$ cat src/rtl/uart_cmd_parser.sv
// uart_cmd_parser: framed command parser behind a UART receive stage.
// Frame format: SYNC, LEN (1..8), LEN payload bytes, CSUM (LEN ^ payload bytes).
// Ports:
//   clk         - single clock, rising edge
//   rst         - asynchronous active-high reset
//   rx_data     - received byte
//   rx_valid    - one-cycle strobe qualifying rx_data
//   cmd_len     - payload length of the last good frame
//   cmd_data    - payload of the last good frame, byte i at [8i+7:8i]
//   frame_valid - one-cycle pulse when a good frame completes
//   frame_err   - one-cycle pulse when a frame is aborted (bad LEN, bad CSUM, timeout)
//   busy        - high whenever the parser is not idle
module uart_cmd_parser #(
  parameter int unsigned TIMEOUT = 52080,
  parameter logic [7:0]  SYNC    = 8'hAA
) (
  input  logic        clk,
  input  logic        rst,
  input  logic [7:0]  rx_data,
  input  logic        rx_valid,
  output logic [3:0]  cmd_len,
  output logic [63:0] cmd_data,
  output logic        frame_valid,
  output logic        frame_err,
  output logic        busy
);

  localparam int unsigned MAX_LEN = 8;
  localparam int unsigned LEN_W   = 4;
  localparam int unsigned DATA_W  = 64;
  localparam int unsigned TMO_W   = 17;

  typedef enum logic [1:0] {S_IDLE, S_LEN, S_PAY, S_CSUM} state_t;

  state_t             state, state_nxt;
  logic [LEN_W-1:0]   len_q, len_nxt;
  logic [LEN_W-1:0]   idx_q, idx_nxt;
  logic [7:0]         csum_q, csum_nxt;
  logic [DATA_W-1:0]  shadow_q, shadow_nxt;
  logic [TMO_W-1:0]   tmo_q, tmo_nxt;
  logic [LEN_W-1:0]   cmd_len_nxt;
  logic [DATA_W-1:0]  cmd_data_nxt;
  logic               fv_nxt, fe_nxt, busy_nxt;
  logic               tmo_expired;

  // State and registered outputs
  always_ff @(posedge clk or posedge rst) begin
    if (rst) begin
      state       <= S_IDLE;
      len_q       <= '0;
      idx_q       <= '0;
      csum_q      <= '0;
      shadow_q    <= '0;
      tmo_q       <= '0;
      cmd_len     <= '0;
      cmd_data    <= '0;
      frame_valid <= 1'b0;
      frame_err   <= 1'b0;
      busy        <= 1'b0;
    end else begin
      state       <= state_nxt;
      len_q       <= len_nxt;
      idx_q       <= idx_nxt;
      csum_q      <= csum_nxt;
      shadow_q    <= shadow_nxt;
      tmo_q       <= tmo_nxt;
      cmd_len     <= cmd_len_nxt;
      cmd_data    <= cmd_data_nxt;
      frame_valid <= fv_nxt;
      frame_err   <= fe_nxt;
      busy        <= busy_nxt;
    end
  end

  // Next-state and output logic
  always_comb begin
    state_nxt    = state;
    len_nxt      = len_q;
    idx_nxt      = idx_q;
    csum_nxt     = csum_q;
    shadow_nxt   = shadow_q;
    cmd_len_nxt  = cmd_len;
    cmd_data_nxt = cmd_data;
    fv_nxt       = 1'b0;
    fe_nxt       = 1'b0;

    // A byte arriving on the expiry cycle wins over the timeout
    tmo_expired = (state != S_IDLE) && !rx_valid && (tmo_q == TMO_W'(TIMEOUT - 1));

    case (state)
      S_IDLE: begin
        if (rx_valid && (rx_data == SYNC)) state_nxt = S_LEN;
      end
      S_LEN: begin
        if (rx_valid) begin
          if ((rx_data != 8'd0) && (rx_data <= 8'(MAX_LEN))) begin
            len_nxt    = rx_data[LEN_W-1:0];
            csum_nxt   = rx_data;
            idx_nxt    = '0;
            shadow_nxt = '0;
            state_nxt  = S_PAY;
          end else begin
            fe_nxt    = 1'b1;
            state_nxt = S_IDLE;
          end
        end
      end
      S_PAY: begin
        if (rx_valid) begin
          shadow_nxt[{idx_q[2:0], 3'b000} +: 8] = rx_data;
          csum_nxt = csum_q ^ rx_data;
          idx_nxt  = idx_q + LEN_W'(1);
          if (idx_nxt == len_q) state_nxt = S_CSUM;
        end
      end
      S_CSUM: begin
        if (rx_valid) begin
          if (rx_data == csum_q) begin
            cmd_data_nxt = shadow_q;
            cmd_len_nxt  = len_q;
            fv_nxt       = 1'b1;
          end else begin
            fe_nxt = 1'b1;
          end
          state_nxt = S_IDLE;
        end
      end
      default: state_nxt = S_IDLE;
    endcase

    if (tmo_expired) begin
      state_nxt = S_IDLE;
      fe_nxt    = 1'b1;
    end

    // Inter-byte timer restarts on every byte and whenever the parser goes idle
    if (rx_valid || (state_nxt == S_IDLE)) tmo_nxt = '0;
    else                                   tmo_nxt = tmo_q + TMO_W'(1);

    busy_nxt = (state_nxt != S_IDLE);
  end

endmodule
$ cat config.mk
export PLATFORM = sky130hd
export DESIGN_NAME = uart_cmd_parser
export DESIGN_NICKNAME = d
export VERILOG_FILES = /design/src/rtl/uart_cmd_parser.sv
export SDC_FILE = /design/constraint.sdc
export NUM_CORES = 1
export LEC_CHECK = 0
export ABC_AREA = 1
export CAP_MARGIN = 25
export CORE_MARGIN = 5
export CORE_UTILIZATION = 40
export CTS_CLUSTER_DIAMETER = 80
export DETAILED_ROUTE_END_ITERATION = 8
export PLACE_DENSITY_LB_ADDON = 0.25
export RECOVER_POWER = 25
export SLEW_MARGIN = 5
export SYNTH_ARGS = -nofsm -noshare
export SYNTH_HDL_FRONTEND = slang
export SYNTH_SLANG_ARGS = --single-unit
$ cat constraint.sdc
create_clock -name clk -period 8.1 [get_ports clk]
set_input_delay 1.62 -clock clk [delete_from_list [all_inputs] [get_ports clk]]
set_output_delay 1.62 -clock clk [all_outputs]
set_load 0.005 [all_outputs]
run_1/placement_by_type.png
The bar under the picture is 50 um long.
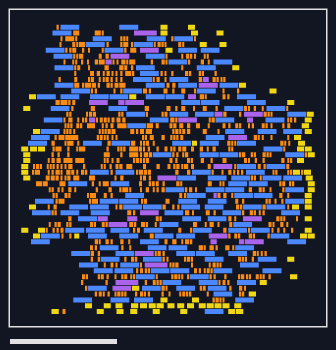
legend:
  sequential cells:
    color: blue
    cells: 170
    share_of_their_area: 47%
  combinational and other logic:
    color: orange
    cells: 710
    share_of_their_area: 36%
  remaining buffers and delay cells:
    color: yellow
    cells: 83
    share_of_their_area: 9.2%
  clock drivers and dummy loads:
    color: purple
    cells: 32
    share_of_their_area: 7.0%

run_1/clk_routes.png
The bar under the picture is 50 um long.
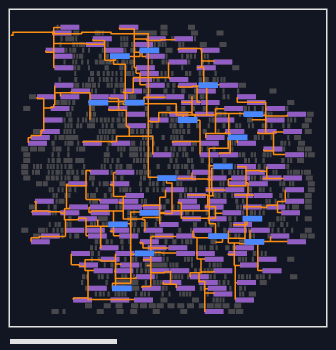
legend:
  clock drivers:
    color: blue
    count: 17
  clock wires:
    color: orange
    length: 2,060 um
  flip-flops:
    color: purple
    count: 170
flops lie: all over the die
routed clock nets: 18

run_1/layer_met2.png
Cells faint in the background.
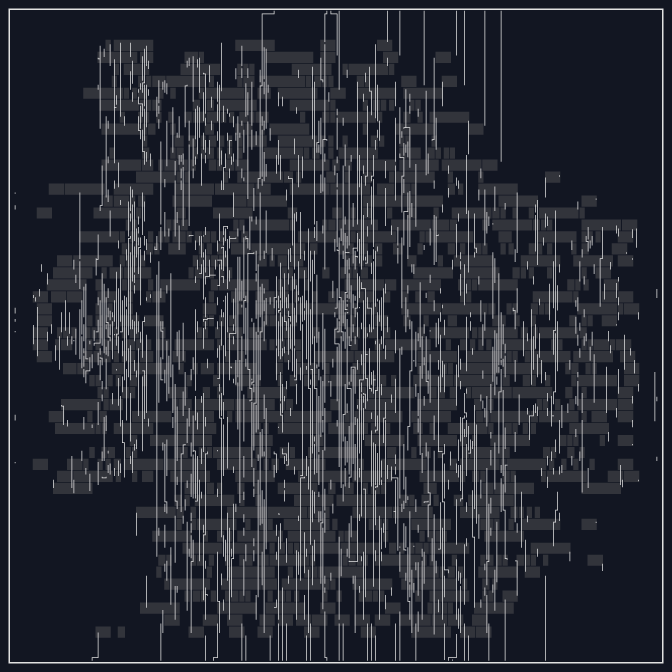
wire length on this layer: 7,740 um
main direction: vertical
longest straight run: 63.9 um
share of all routed wire: 44%

==> out/qor.txt, run 1 <==
Status: finished with violations
Failing checks: max-capacitance violations, max-slew violations
Clock network area share: 6.816%
Cell Pwr Density: 196.7 nW/um2
Pint: 1394 uW
Clk sinks: 170
Setup bufs post-CTS: 0
Crit path max fanout: 100
Avg Inst Size Synth: 8.451 um2
Core ar.: 18,770 um2
CP Launch Point: rst
CTS tree: done
Comb area share: 25.93%
Yosys chip area: 7631 um2
Hpwl dp: 12.26 mm
Antenna violations before repair: 0
Ys Warns: 0
WP data arrival: 5.69 ns
Startpoint types: input pin
Fraction of area in registers: 45.98%
Crit path time final: 5.258 ns
Final slew viol count: 101
Comb area leader: simple AND/OR/NAND/NOR gates
Yosys reg bits: 170
Met3 Resource Use GR: 4.509%
Clock Tree Root: clkbuf_16
Post-Synth XOR/XNOR Area: 2.640%
Max_cap viols: 1
Flop area: 4254 um2
Die width: 148.1 um
M1 wire length: 8.800 mm
Gpl congestion: 0.8618
Log Warnings: 29
Crit-path max cell delay: 2.41 ns
Wire length on met2: 7.738 mm
NonClk Buf Share: 8.926%
Routed met3 length: 757 um
Worst setup path category: input pin to asynchronous set/reset pin
Share of layout cells above drive strength 1: 4.824%
Seq/Total Area, Yosys: 55.75%
Final setup fails: 0
Signal buffers: 83
First DRT Iteration DRCs: 438
run 1: cells by family after synthesis:
| kind of cell | count (synthesis) |
|---|---|
| compound gates | 155 |
| flops | 170 |
| fa+ha+maj | 4 |
| simple gates | 302 |
| buf+inv | 249 |
| xor+xnor | 23 |
run 1: stage by stage:
stage               total power, uW  instances  hold slack, ns
CTS                            1837       1229          0.4904
global route                   1886       1229          0.5073
finish                         1820       1229          0.4853
global placement              969.1       1197          0.4695
detailed placement            969.4       1197          0.4746
floorplan                     940.0        903          0.4479
run 1: cells in the mapped netlist:
master / number / area [um2]
inv_1: 225 / 844.6
nand2_1: 172 / 645.6
dfrtp_1: 170 / 4254
o21ai_0: 93 / 465.5
nand3_1: 43 / 215.2
nor2_1: 42 / 157.7
o22ai_1: 29 / 181.4
o21ai_1: 26 / 130.1
nand4_1: 18 / 112.6
xor2_1: 14 / 122.6
nor3_1: 11 / 55.05
clkbuf_1: 10 / 37.54
xnor2_1: 9 / 78.83
buf_2: 6 / 30.03
buf_6: 4 / 45.04
ha_1: 4 / 50.05
buf_4: 3 / 22.52
nand2_2: 3 / 18.77
nor2_2: 3 / 18.77
nor4_1: 3 / 18.77
o21ai_2: 3 / 26.28
a21oi_1: 2 / 10.01
nand3_2: 2 / 20.02
o21bai_1: 2 / 15.01
clkinv_1: 1 / 3.750
nand3b_1: 1 / 7.510
nand4_2: 1 / 12.51
nor2_4: 1 / 11.26
nor3b_1: 1 / 7.510
nor3b_2: 1 / 12.51
run 1: critical path: cells and delay by family:
family | cells | cell delay, ns
buffers and inverters | 3 | 3.96
run 1: sequential cells by signal, summed over array words and instances, names as in the netlist:
signal,flops
cmd_data,64
shadow_q,64
cmd_len,4
idx_q,4
state,2
busy,1
tmo_q,17
len_q,4
csum_q,8
frame_valid,1
frame_err,1
run_1/placement.png
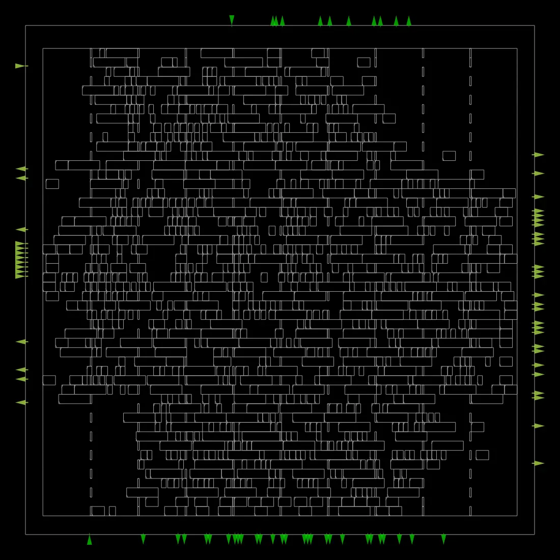

==> run 1 -> run 2 <==
==> constraint.sdc (replaced) <==
create_clock -name clk -period 4.45 [get_ports clk]
set_input_delay 0.89 -clock clk [delete_from_list [all_inputs] [get_ports clk]]
set_output_delay 0.89 -clock clk [all_outputs]
set_load 0.005 [all_outputs]
run_2/placement.png
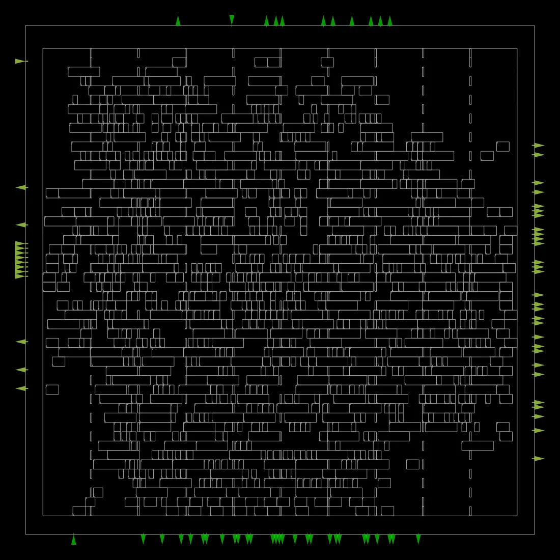
Tapcells: 234
fraction of area in registers: 45.88%
Core ar.: 18,770 um2
fillers: 1,803

==> run 2 against run 1 <==
The run still ends with max-capacitance violations, max-slew violations left; highest routed layer unchanged; sequential share of layout area down 0.11 points; combinational power up 82%; count of clock-buffer cells in the layout down 1; area after synthesis unchanged; global-route usage down 0.32 points; critical endpoint is now tmo_q[15]; critical path depth unchanged; clock power up about 80%; clock skew down 0.0056 ns; hold slack worse by 0.0066 ns.
==> out/qor.txt, run 2 <==
Failing checks: max-capacitance violations, max-slew violations (unchanged)
Die width: 148.1 um (unchanged)
Startpoint types: input pin (unchanged)
Seq/Total Area, Yosys: 55.75% (unchanged)
Crit-path max cell delay: 1.56 ns (was 2.41 ns)
Worst setup path category: input pin to asynchronous set/reset pin (unchanged)
Mean routed wirelength per cell: 14.17 um (was 14.25 um)
Log Warnings: 29 (unchanged)
Final hold slack: 0.4787 ns (was 0.4853 ns)
Max_cap viols: 1 (unchanged)
Setup bufs post-CTS: 0 (unchanged)
CTS tree: done (unchanged)
Hpwl dp: 11.87 mm (was 12.26 mm)
Crit path time final: 3.228 ns
Flip-flops with a built-in enable: 0 (unchanged)
Fraction of registers with async set/reset: 100.0% (unchanged)
Post-synth top cells: inv_1, nand2_1, dfrtp_1 (unchanged)
Share of layout cells above drive strength 1: 5.110% (was 4.824%)
Most frequent cell after synthesis: inv_1 (unchanged)
Crit path max fanout: 170 (was 100)
Final Non-Filler Cells: 1,232 (was 1,229)
Clock Tree Root: clkbuf_16 (unchanged)
Cells after DPL: 1,200 (was 1,197)
Largest area contributor in the netlist: dfrtp_1 (unchanged)
DRC violations left: 0 (unchanged)
TritonCTS Buffers: 17 (unchanged)
First DRT Iteration DRCs: 376 (was 438)
Synth top area share: 55.75% (unchanged)
Cell area leaders: dfrtp_1, inv_1, nand2_1 (unchanged)
Ys Warns: 0 (unchanged)
Top_reg_cell synth: dfrtp_1 (unchanged)
Avg Inst Size Synth: 8.451 um2 (unchanged)
Cell Pwr Density: 355.8 nW/um2 (was 196.7 nW/um2)
Yosys reg bits: 170 (unchanged)
WP data arrival: 3.29 ns (was 5.69 ns)
Final slew viol count: 171 (was 101)
Gpl congestion: 0.8476 (was 0.8618)
Clk sinks: 170 (unchanged)
Status: finished with violations (unchanged)
Final setup fails: 0 (unchanged)
Total power: 3299 uW (was 1820 uW)
run_2/clk_routes.png
The bar under the picture is 50 um long.
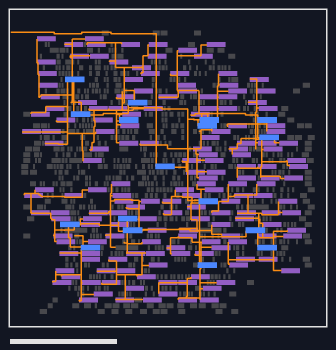
legend:
  clock drivers:
    color: blue
    count: 17
  clock wires:
    color: orange
    length: 2,050 um
  flip-flops:
    color: purple
    count: 170
routed clock nets: 18
flops lie: all over the die

run 2: cell counts after synthesis:
Identical to the previous run, type by type.
run 2: critical path, delay by kind of cell:
kind / cells / cell delay, ns
buffers and inverters: 3 / 2.20
run 2: logic make-up (layout without fill, tap and decap cells):
family                     after synthesis  after routing  synth area share [%]
AOI/OAI and AO/OA                      155            155                 10.85
buffers and inverters                  249            344                 12.89
adders and majority gates                4              4                0.6559
xor gates and xnor gates                23             23                 2.640
and+or+nand+nor                        302            302                 17.22
DFF                                    170            170                 55.75
run 2: worst paths after layout:
path / startpoint / endpoint / slack [ns] / depth (start not counted)
max in group clk: idx_q[0] / shadow_q[50] / 1.38 / 7
worst max-delay path: rst / tmo_q[15] / 1.22 / 3
worst min register to register: tmo_q[0] / tmo_q[0] / 0.48 / 1
worst max register to register: idx_q[0] / shadow_q[50] / 1.38 / 7
min in group asynchronous: rst / cmd_data[5] / 1.77 / 3
worst min-delay path: tmo_q[0] / tmo_q[0] / 0.48 / 1
run 2: cell type report:
class	instances	area (um2)	area share, %
Clock inverter	14	195.2	2.105
Sequential cell	170	4254	45.88
Timing Repair Buffer	86	848.3	9.149
Inverter	226	852.1	9.189
Tap cell	234	292.8	3.157
Multi-Input combinational cell	484	2401	25.89
Clock buffer	18	429.2	4.628
run 2: power breakdown:
part	total (uW)	internal (uW)	switching (uW)
Clock	1560	943	621
Sequential	1580	1560	16.4
Combinational	156	44.2	112
run 2: layer usage:
metal	track usage (%)	share of wire [%]	up-vias	wire, um
met1	23.37	49	2744	8505
met2	24.91	45	144	7902
met5	0	0	-	0
met3	3.626	4.7	16	825
li1	-	-	2966	-
met4	4.665	1.3	0	228
Power and IR drop assume default switching activity.
